<file path="config.mk">
export PLATFORM = sky130hd
export DESIGN_NAME = nibble_serial_add_ctrl
export DESIGN_NICKNAME = d
export VERILOG_FILES = /design/src/rtl/nibble_serial_add_ctrl.sv
export SDC_FILE = /design/constraint.sdc
export NUM_CORES = 1
export LEC_CHECK = 0
export CORE_MARGIN = 5
export CORE_UTILIZATION = 35
export CTS_BUF_LIST = sky130_fd_sc_hd__clkbuf_4 sky130_fd_sc_hd__clkbuf_8 sky130_fd_sc_hd__clkbuf_16
export CTS_CLUSTER_SIZE = 40
export DETAILED_ROUTE_END_ITERATION = 6
export GPL_TIMING_DRIVEN = 1
export PLACE_DENSITY = 0.56
export SYNTH_ARGS = -nofsm -noshare
export SYNTH_HDL_FRONTEND = slang
export SYNTH_SLANG_ARGS = --single-unit
</file>
<file path="constraint.sdc">
create_clock -name clk -period 3.5 [get_ports clk]
set_input_delay 0.7 -clock clk [delete_from_list [all_inputs] [get_ports clk]]
set_output_delay 0.7 -clock clk [all_outputs]
set_load 0.05 [all_outputs]
</file>
<file path="src/rtl/nibble_serial_add_ctrl.sv">
// Nibble-serial WIDTH-bit adder sequencer driving one shared 4-bit CLA slice, LSB nibble first.
// Optional subtract mode is enabled by defining NSA_SUB_EN (adds the `sub` port).
module nibble_serial_add_ctrl #(
  parameter int unsigned WIDTH = 16
) (
  input  logic             clk,
  input  logic             rst,
  input  logic             start,
  input  logic [WIDTH-1:0] a,
  input  logic [WIDTH-1:0] b,
  input  logic             c_in,
`ifdef NSA_SUB_EN
  input  logic             sub,
`endif
  output logic             busy,
  output logic             done,
  output logic [WIDTH-1:0] sum,
  output logic             c_out
);

  localparam int unsigned N     = WIDTH / 4;
  localparam int unsigned IDX_W = (N > 1) ? $clog2(N) : 1;
  localparam logic [IDX_W-1:0] IDX_LAST = IDX_W'(N - 1);

  typedef enum logic [1:0] {
    ST_IDLE = 2'd0,
    ST_RUN  = 2'd1,
    ST_DONE = 2'd2
  } state_t;

  state_t state;
  state_t state_nxt;

  logic [WIDTH-1:0] a_reg;
  logic [WIDTH-1:0] b_reg;
  logic             carry;
  logic [IDX_W-1:0] idx;

  logic             load_c;
  logic             step_c;
  logic             last_c;
  logic [WIDTH-1:0] b_load_c;
  logic             carry_load_c;

  logic [3:0]       a_nib_c;
  logic [3:0]       b_nib_c;
  logic [3:0]       gen_c;
  logic [3:0]       prop_c;
  logic [4:0]       cla_c;
  logic [3:0]       slice_sum_c;
  logic             slice_co_c;

  // Operand B and initial carry as loaded on acceptance
`ifdef NSA_SUB_EN
  always_comb begin
    b_load_c     = sub ? ~b : b;
    carry_load_c = sub ? 1'b1 : c_in;
  end
`else
  always_comb begin
    b_load_c     = b;
    carry_load_c = c_in;
  end
`endif

  // Nibble steering from the operand registers
  always_comb begin
    a_nib_c = a_reg[{idx, 2'b00} +: 4];
    b_nib_c = b_reg[{idx, 2'b00} +: 4];
  end

  // Shared 4-bit carry-look-ahead slice
  always_comb begin
    gen_c    = a_nib_c & b_nib_c;
    prop_c   = a_nib_c ^ b_nib_c;
    cla_c[0] = carry;
    cla_c[1] = gen_c[0] | (prop_c[0] & carry);
    cla_c[2] = gen_c[1] | (prop_c[1] & gen_c[0]) | (prop_c[1] & prop_c[0] & carry);
    cla_c[3] = gen_c[2] | (prop_c[2] & gen_c[1]) | (prop_c[2] & prop_c[1] & gen_c[0])
             | (prop_c[2] & prop_c[1] & prop_c[0] & carry);
    cla_c[4] = gen_c[3] | (prop_c[3] & gen_c[2]) | (prop_c[3] & prop_c[2] & gen_c[1])
             | (prop_c[3] & prop_c[2] & prop_c[1] & gen_c[0])
             | (prop_c[3] & prop_c[2] & prop_c[1] & prop_c[0] & carry);
    slice_sum_c = prop_c ^ cla_c[3:0];
    slice_co_c  = cla_c[4];
  end

  // State register
  always_ff @(posedge clk) begin
    if (rst) begin
      state <= ST_IDLE;
    end else begin
      state <= state_nxt;
    end
  end

  // Next-state and datapath control
  always_comb begin
    state_nxt = state;
    load_c    = 1'b0;
    step_c    = 1'b0;
    last_c    = (idx == IDX_LAST);
    case (state)
      ST_IDLE: begin
        if (start) begin
          load_c    = 1'b1;
          state_nxt = ST_RUN;
        end
      end
      ST_RUN: begin
        step_c = 1'b1;
        if (last_c) begin
          state_nxt = ST_DONE;
        end
      end
      ST_DONE: begin
        state_nxt = ST_IDLE;
      end
      default: begin
        state_nxt = ST_IDLE;
      end
    endcase
  end

  // Registered status decodes of the upcoming state
  always_ff @(posedge clk) begin
    if (rst) begin
      busy <= 1'b0;
      done <= 1'b0;
    end else begin
      busy <= (state_nxt == ST_RUN);
      done <= (state_nxt == ST_DONE);
    end
  end

  // Operand capture, nibble stepping and result assembly
  always_ff @(posedge clk) begin
    if (rst) begin
      a_reg <= '0;
      b_reg <= '0;
      carry <= 1'b0;
      idx   <= '0;
      sum   <= '0;
      c_out <= 1'b0;
    end else if (load_c) begin
      a_reg <= a;
      b_reg <= b_load_c;
      carry <= carry_load_c;
      idx   <= '0;
    end else if (step_c) begin
      sum[{idx, 2'b00} +: 4] <= slice_sum_c;
      carry                  <= slice_co_c;
      idx                    <= idx + IDX_W'(1);
      if (last_c) begin
        c_out <= slice_co_c;
      end
    end
  end

endmodule

</file>
Fig. 1: run 1, met1 routing
Bar = 20 um. Supply wires on this layer in gray.
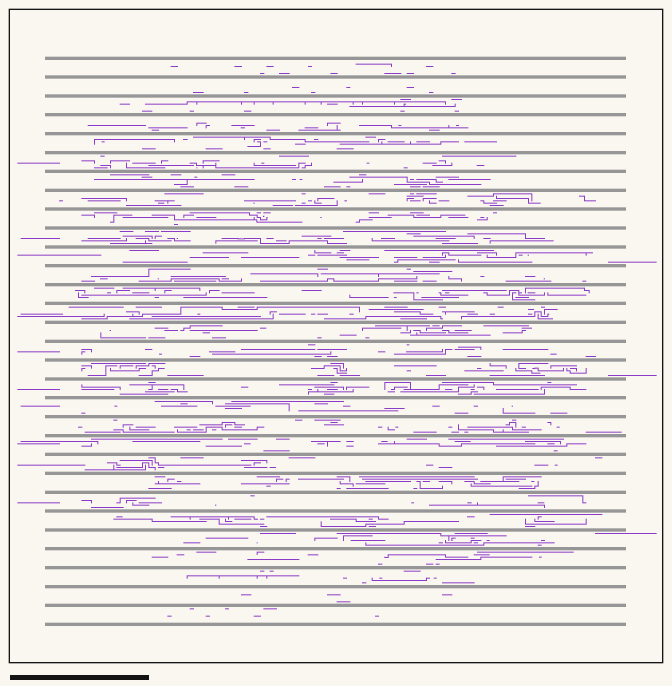
share of all routed wire: 47%
wire length on this layer: 2670 um
met1 usage in global routing: 18.01%
detailed-route wire length: 5658 um
vias post-DR: 1993

Fig. 2: run 1, met2 routing
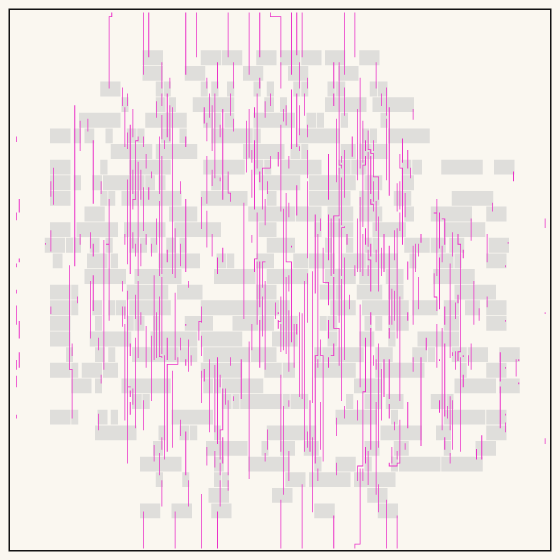
main direction: vertical
longest straight run: 29.9 um
wire length on this layer: 2760 um
nets with wire on the layer: 287
GRT met2 Usage: 22.12%

Fig. 3: run 1, signal wires on met3
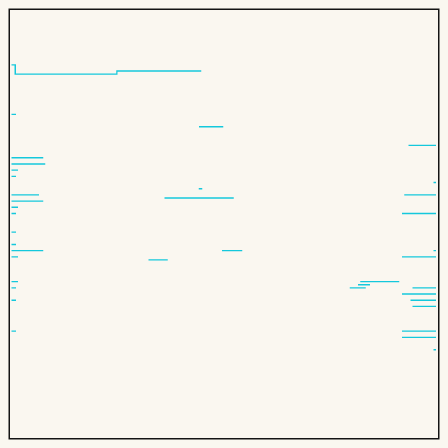
share of all routed wire: 3.4%
longest straight run: 22.3 um
wire length on this layer: 193 um
met3 Use GR: 2.724%

Fig. 4: run 1, routing congestion map
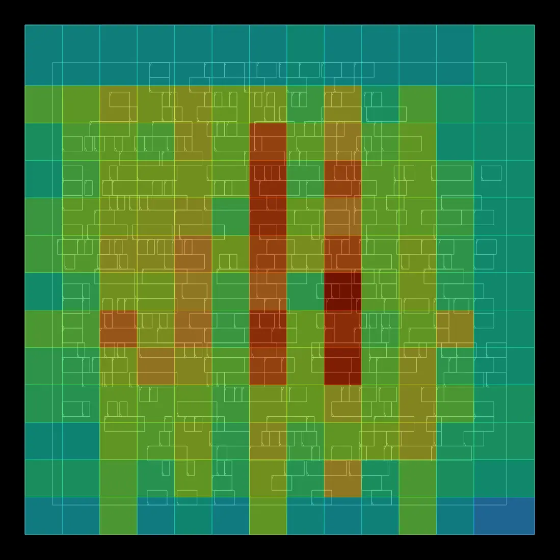
total global-route track usage: 13.48%
Most Crowded Layer GR: met2

==> impl_metrics.py, run 1 <==
# Metrics from the implementation run
metrics = {
    "run_status": {
        "outcome": "complete, no violations",
    },
    "routing": {
        "ant_nets": 0,
        "met2WireLength_um": 2761,
        "drcViolationCount": 0,
        "drtIter0Drc": 69,
    },
    "worst_setup_path": {
        "r2r_end": "sum[11]",
        "cp_top_family": "flip-flops",
        "crit_start": "idx[0]",
        "crit_fanout": 11,
        "ff2ff_setup_slack_ps": 850,
        "r2r_cells": 6,
        "reg2reg_from": "idx[0]",
        "cp.depth": 6,
        "slowest_delay_ps": 740,
        "path_cells": "mux4_2 > ha_1 > a41o_1 > a21oi_2 > xnor2_1 > o31ai_1",
        "required_ps": 3680,
        "cp-start-kind": "flip-flop",
    },
    "final_layout": {
        "nFlopsAndLatches": 56,
        "num-multi-input-gates": 192,
        "clkbuf_count": 5,
        "area_growth_pct": 29.09,
        "bufAreaShareNonClock_pct": 17.75,
        "regArea_um2": 1121,
        "lay_top_count": "nand2_1",
        "logic_area_um2": 1246,
        "utilization_pct": 46.65,
        "fill_cells": 717,
        "clock_area_share_pct": 3.612,
        "antennaDiodeCount": 0,
        "most-common-layout-cells": "nand2_1, dfxtp_1, clkdlybuf4s50_1",
    },
    "floorplanning": {
        "fp.dieW_um": 93.99,
        "fp-row-count": 30,
        "die_h_um": 93.99,
        "num_tap_cells": 96,
        "core_area_um2": 6832,
        "fp_util_pct": 36.14,
    },
    "power": {
        "cellPowerDensity_nw_per_um2": 418.1,
        "peakVddDrop_uv": 203.4,
        "p_total_mw": 1.332,
        "p_leak_nw": 1.178,
    },
    "global_route": {
        "antenna_found_initial": 0,
        "grt_pass1_wl_um": 9508,
    },
    "min_path": {
        "hold_depth": 2,
        "hold_class": "flip-flop to flip-flop",
    },
    "yosys": {
        "ys_cells": 270,
        "yosys.area.top_type_share_pct": 45.41,
        "synth_area_um2": 2469,
        "synth_flops": 56,
        "ys_types": 37,
        "yosysChipArea_um2": 2469,
        "postSynthSeqShare_pct": 45.41,
        "fp_nets": 318,
        "edf_count": 0,
    },
    "cts": {
        "cts.sinks": 56,
        "ctsHoldBuffers": 0,
        "post_cts_buffers": 0,
        "cts_tree": "built",
        "cts_htree_levels": 2,
    },
    "placement": {
        "io_buffer_count": 54,
        "place_inst": 407,
        "place_congestion": 0.7934,
        "dpl.hpwl_um": 4213,
    },
    "final_timing": {
        "finClkSkew_ps": 7.967,
        "slew_violations": 0,
    },
    "flow_run": {
        "warning_count": 32,
    },
}
## run 1: tightest hold or removal path: stages (launching register included)
cell and delay (ps):
dfxtp_1 320, nand2_1 50, a21oi_1 50
## run 1: cells by family (layout without fill, tap and decap cells)
family                   count (synthesis)  in the layout  synth area share (%)
AND/OR/NAND/NOR                        108            108                 19.92
AND-OR/OR-AND                           61             61                 15.81
flip-flops                              56             56                 45.41
buffers and inverters                   22             71                 4.105
adder cells (fa/ha/maj)                 12             12                 6.386
multiplexers                             8              8                 7.298
XOR/XNOR                                 3              3                 1.065
## run 1: report_power, final
group | total [mW] | switching, mW | internal [mW]
logic | 0.210 | 0.112 | 0.0984
registers | 0.688 | 0.0220 | 0.666
clock network | 0.434 | 0.218 | 0.216
total | 1.33 | 0.352 | 0.981
==> run 2: changes to the inputs <==
--- a/config.mk
+++ b/config.mk
@@ -11,7 +11,7 @@
 export CTS_CLUSTER_SIZE = 40
 export DETAILED_ROUTE_END_ITERATION = 6
 export GPL_TIMING_DRIVEN = 1
-export PLACE_DENSITY = 0.56
+export PLACE_DENSITY = 0.58
 export SYNTH_ARGS = -nofsm -noshare
 export SYNTH_HDL_FRONTEND = slang
 export SYNTH_SLANG_ARGS = --single-unit
==> constraint.sdc (replaced) <==
create_clock -name clk -period 2.3 [get_ports clk]
set_input_delay 0.46 -clock clk [delete_from_list [all_inputs] [get_ports clk]]
set_output_delay 0.46 -clock clk [all_outputs]
set_load 0.05 [all_outputs]
Fig. 5: run 2, met2 routing
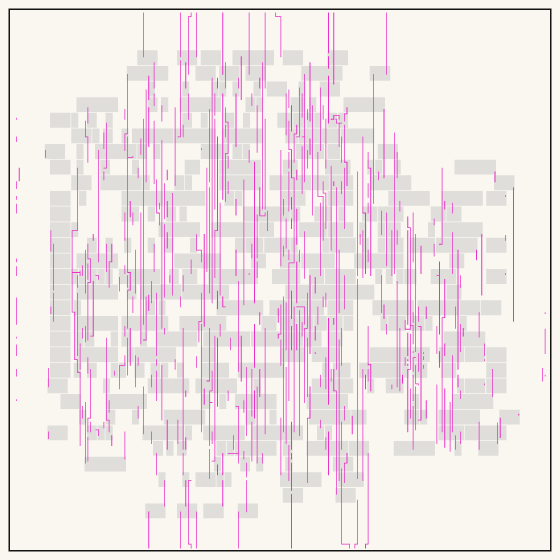
main direction: vertical
longest straight run: 39.1 um
wire length on this layer: 2930 um
GRT met2 Usage: 23.36%
detailed-route wire length: 5894 um

Fig. 6: run 2, met1 routing
Bar = 20 um. Supply wires on this layer in gray.
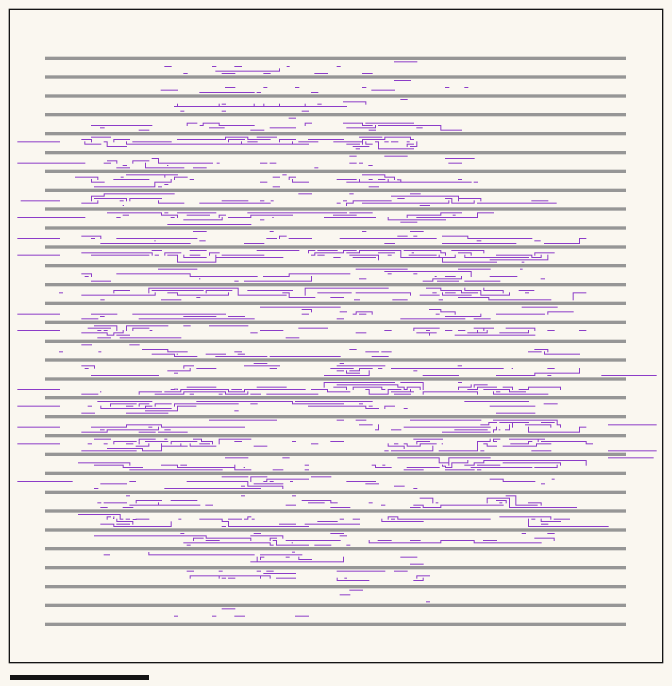
longest straight run: 26.2 um
share of all routed wire: 45%
nets with wire on the layer: 340
wire length on this layer: 2650 um
main direction: horizontal
vias post-DR: 2018
met1 usage in global routing: 17.57%

==> impl_metrics.py, run 2 <==
# Metrics from the implementation run
metrics = {
    "worst_setup_path": {
        "required_ps": 2490,
        "reg2reg_from": "idx[0]",
        "r2r_end": "sum[6]",
        "r2r_cells": 6,
        "crit_start": "idx[0]",
        "crit_fanout": 8,
    },
    "global_route": {
        "grt_pass1_wl_um": 9680,
        "antenna_found_initial": 0,
        "grt_use_total_pct": 13.95,
        "grt.busiest_layer": "met2",
        "use_met3_pct": 3.766,
    },
    "final_timing": {
        "slew_violations": 0,
        "finClkSkew_ps": 9.059,
    },
    "routing": {
        "drcViolationCount": 0,
        "ant_nets": 0,
        "drtIter0Drc": 64,
        "met2WireLength_um": 2926,
    },
    "yosys": {
        "synth.cellmix.simpleShare_pct": 19.92,
        "synth-compound-area-share_pct": 15.81,
        "mux_share_pct": 7.299,
        "topCombFamilyByArea": "simple AND/OR/NAND/NOR gates",
        "fp_nets": 318,
        "ys_sh_adder_pct": 6.386,
        "synth_flops": 56,
        "synth_area_um2": 2469,
        "yosys.area.top_type_share_pct": 45.41,
        "ys_sh_xor_pct": 1.064,
        "edf_count": 0,
        "ys_types": 37,
        "ys_cells": 270,
    },
    "final_layout": {
        "area_growth_pct": 33.60,
        "lay_top_count": "nand2_1",
        "most-common-layout-cells": "nand2_1, dfxtp_1, clkdlybuf4s50_1",
        "fill_cells": 714,
        "utilization_pct": 48.28,
        "antennaDiodeCount": 0,
    },
    "placement": {
        "dpl.hpwl_um": 4227,
        "place_inst": 410,
        "io_buffer_count": 54,
        "place_congestion": 0.7608,
    },
    "power": {
        "seq_power_mw": 1.05,
        "power.group.top": "sequential cells",
        "p_total_mw": 2.059,
        "cellPowerDensity_nw_per_um2": 624.1,
        "switchingPower_uw": 533.3,
        "p_leak_nw": 1.223,
        "comb_power_uw": 351,
        "peakVddDrop_uv": 272.7,
        "clockPowerShare_pct": 32.0,
        "p_int_mw": 1.525,
    },
    "min_path": {
        "hold_class": "flip-flop to flip-flop",
        "hold_depth": 2,
    },
    "floorplanning": {
        "die_h_um": 93.99,
        "core_area_um2": 6832,
        "fp_util_pct": 36.14,
        "fp.dieW_um": 93.99,
        "fp-row-count": 30,
    },
    "run_status": {
        "outcome": "complete, no violations",
    },
    "flow_run": {
        "warning_count": 33,
    },
    "cts": {
        "cts_tree": "built",
        "cts_htree_levels": 2,
    },
}
run 2: what timing repair did:
item	in CTS	in global routing
gates resized	1	9
hold endpoints to repair	0	0
endpoints found under the setup margin	8	10
hold buffers	0	0
setup buffers	0	3
pin swaps	0	5
run 2: worst max-delay path, cell delays in order (launching register included):
cell,delay (ps)
dfxtp_4,430
mux4_2,550
ha_1,330
a211o_1,320
a21o_1,210
a32oi_1,200
nor2_1,50
run 2: cell type report:
cell class                 count  area [um2]  share of cell area, %
clock buffer                   6       76.32                  2.314
clock inverter                 2       38.79                  1.176
inverter                       5       18.77                 0.5690
multi-input combinational    192        1308                  39.64
sequential                    56        1126                  34.14
tap                           96       120.1                  3.642
timing repair buffer          64       610.6                  18.51
==> run 3: changes to the inputs <==
--- a/config.mk
+++ b/config.mk
@@ -5,10 +5,10 @@
 export SDC_FILE = /design/constraint.sdc
 export NUM_CORES = 1
 export LEC_CHECK = 0
+export CAP_MARGIN = 20
 export CORE_MARGIN = 5
 export CORE_UTILIZATION = 35
 export CTS_BUF_LIST = sky130_fd_sc_hd__clkbuf_4 sky130_fd_sc_hd__clkbuf_8 sky130_fd_sc_hd__clkbuf_16
-export CTS_CLUSTER_SIZE = 40
 export DETAILED_ROUTE_END_ITERATION = 6
 export GPL_TIMING_DRIVEN = 1
 export PLACE_DENSITY = 0.58
Fig. 7: run 3, met2 routing
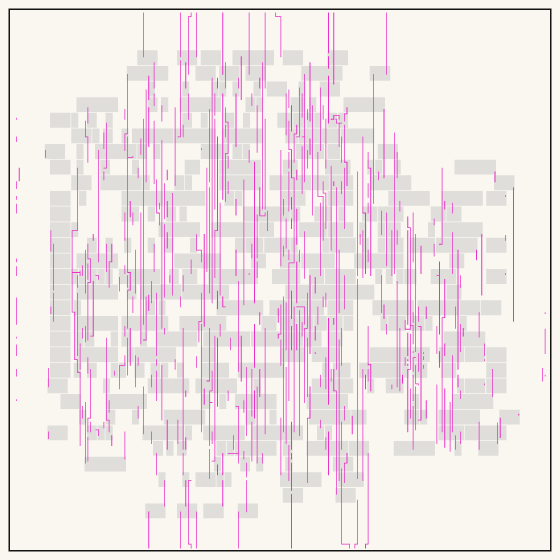
nets with wire on the layer: 286
share of all routed wire: 50%
main direction: vertical
longest straight run: 39.1 um

Fig. 8: run 3, met1 routing
Bar = 20 um. Supply wires on this layer in gray.
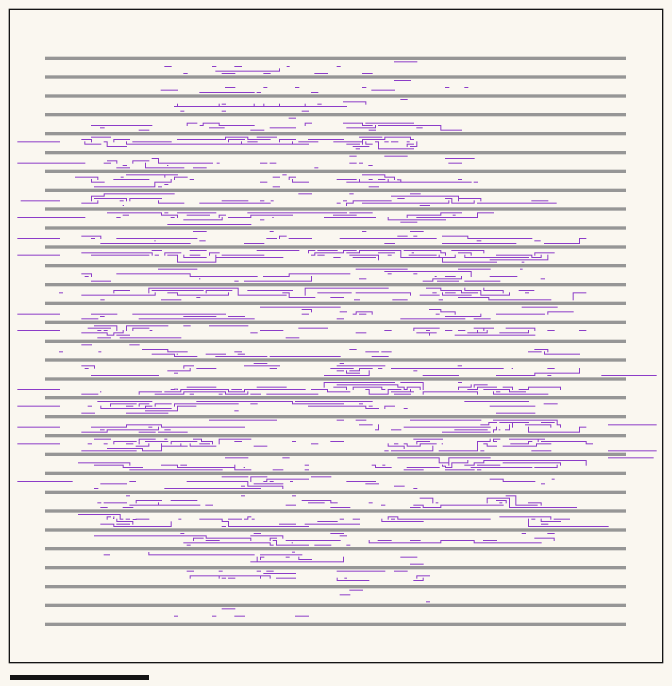
main direction: horizontal
longest straight run: 26.2 um
share of all routed wire: 45%
wire length on this layer: 2650 um

==> impl_metrics.py, run 3 <==
# Metrics from the implementation run
metrics = {
    "yosys": {
        "synth.cellmix.simpleShare_pct": 19.92,
        "ys_sh_adder_pct": 6.386,
        "synth_flops": 56,
        "topCombFamilyByArea": "simple AND/OR/NAND/NOR gates",
        "mux_share_pct": 7.299,
        "yosys.area.top_type_share_pct": 45.41,
        "ys_types": 37,
        "fp_nets": 318,
        "synth_area_um2": 2469,
    },
    "final_layout": {
        "regArea_um2": 1126,
        "fill_cells": 714,
        "logic_area_um2": 1308,
        "antennaDiodeCount": 0,
    },
    "power": {
        "p_leak_nw": 1.223,
        "p_total_mw": 2.059,
        "cellPowerDensity_nw_per_um2": 624.1,
    },
    "placement": {
        "place_inst": 410,
        "io_buffer_count": 54,
        "place_congestion": 0.7608,
    },
    "global_route": {
        "grt_pass1_wl_um": 9680,
        "use_met3_pct": 3.766,
        "use_met2_pct": 23.36,
        "grt_use_met1_pct": 17.57,
        "grt_use_total_pct": 13.95,
        "grt.busiest_layer": "met2",
    },
    "routing": {
        "drt_wl_total_um": 5894,
        "ant_nets": 0,
        "drcViolationCount": 0,
        "vias": 2018,
    },
    "run_status": {
        "outcome": "complete, no violations",
    },
    "floorplanning": {
        "die_h_um": 93.99,
    },
    "worst_setup_path": {
        "crit_start": "idx[0]",
        "reg2reg_from": "idx[0]",
        "crit_fanout": 8,
        "required_ps": 2490,
    },
    "final_timing": {
        "slew_violations": 0,
        "finClkSkew_ps": 9.059,
    },
    "flow_run": {
        "warning_count": 33,
    },
    "cts": {
        "post_cts_buffers": 0,
        "cts_htree_levels": 2,
        "ctsHoldBuffers": 0,
    },
    "min_path": {
        "hold_class": "flip-flop to flip-flop",
        "hold_depth": 2,
    },
}
run 3: power breakdown:
part           leakage (nW)  switching, mW  internal (mW)  total [mW]
sequential            0.459         0.0341           1.01        1.05
clock                0.0592          0.318          0.341       0.659
combinational         0.705          0.181          0.170       0.351
total                  1.22          0.533           1.53        2.06
run 3: area by class of cell:
type                    count  area share, %
multi-input cells         192          39.64
well taps                  96          3.642
repair buffers             64          18.51
clock buffers               6          2.314
inverters                   5         0.5690
clock inverters             2          1.176
flip-flops and latches     56          34.14
run 3: worst max-delay path, stage by stage, from the launching register on:
cell     delay, ps
dfxtp_4        430
mux4_2         550
ha_1           330
a211o_1        320
a21o_1         210
a32oi_1        200
nor2_1          50
Power figures rest on the tool's default switching activity, not on a simulated workload.
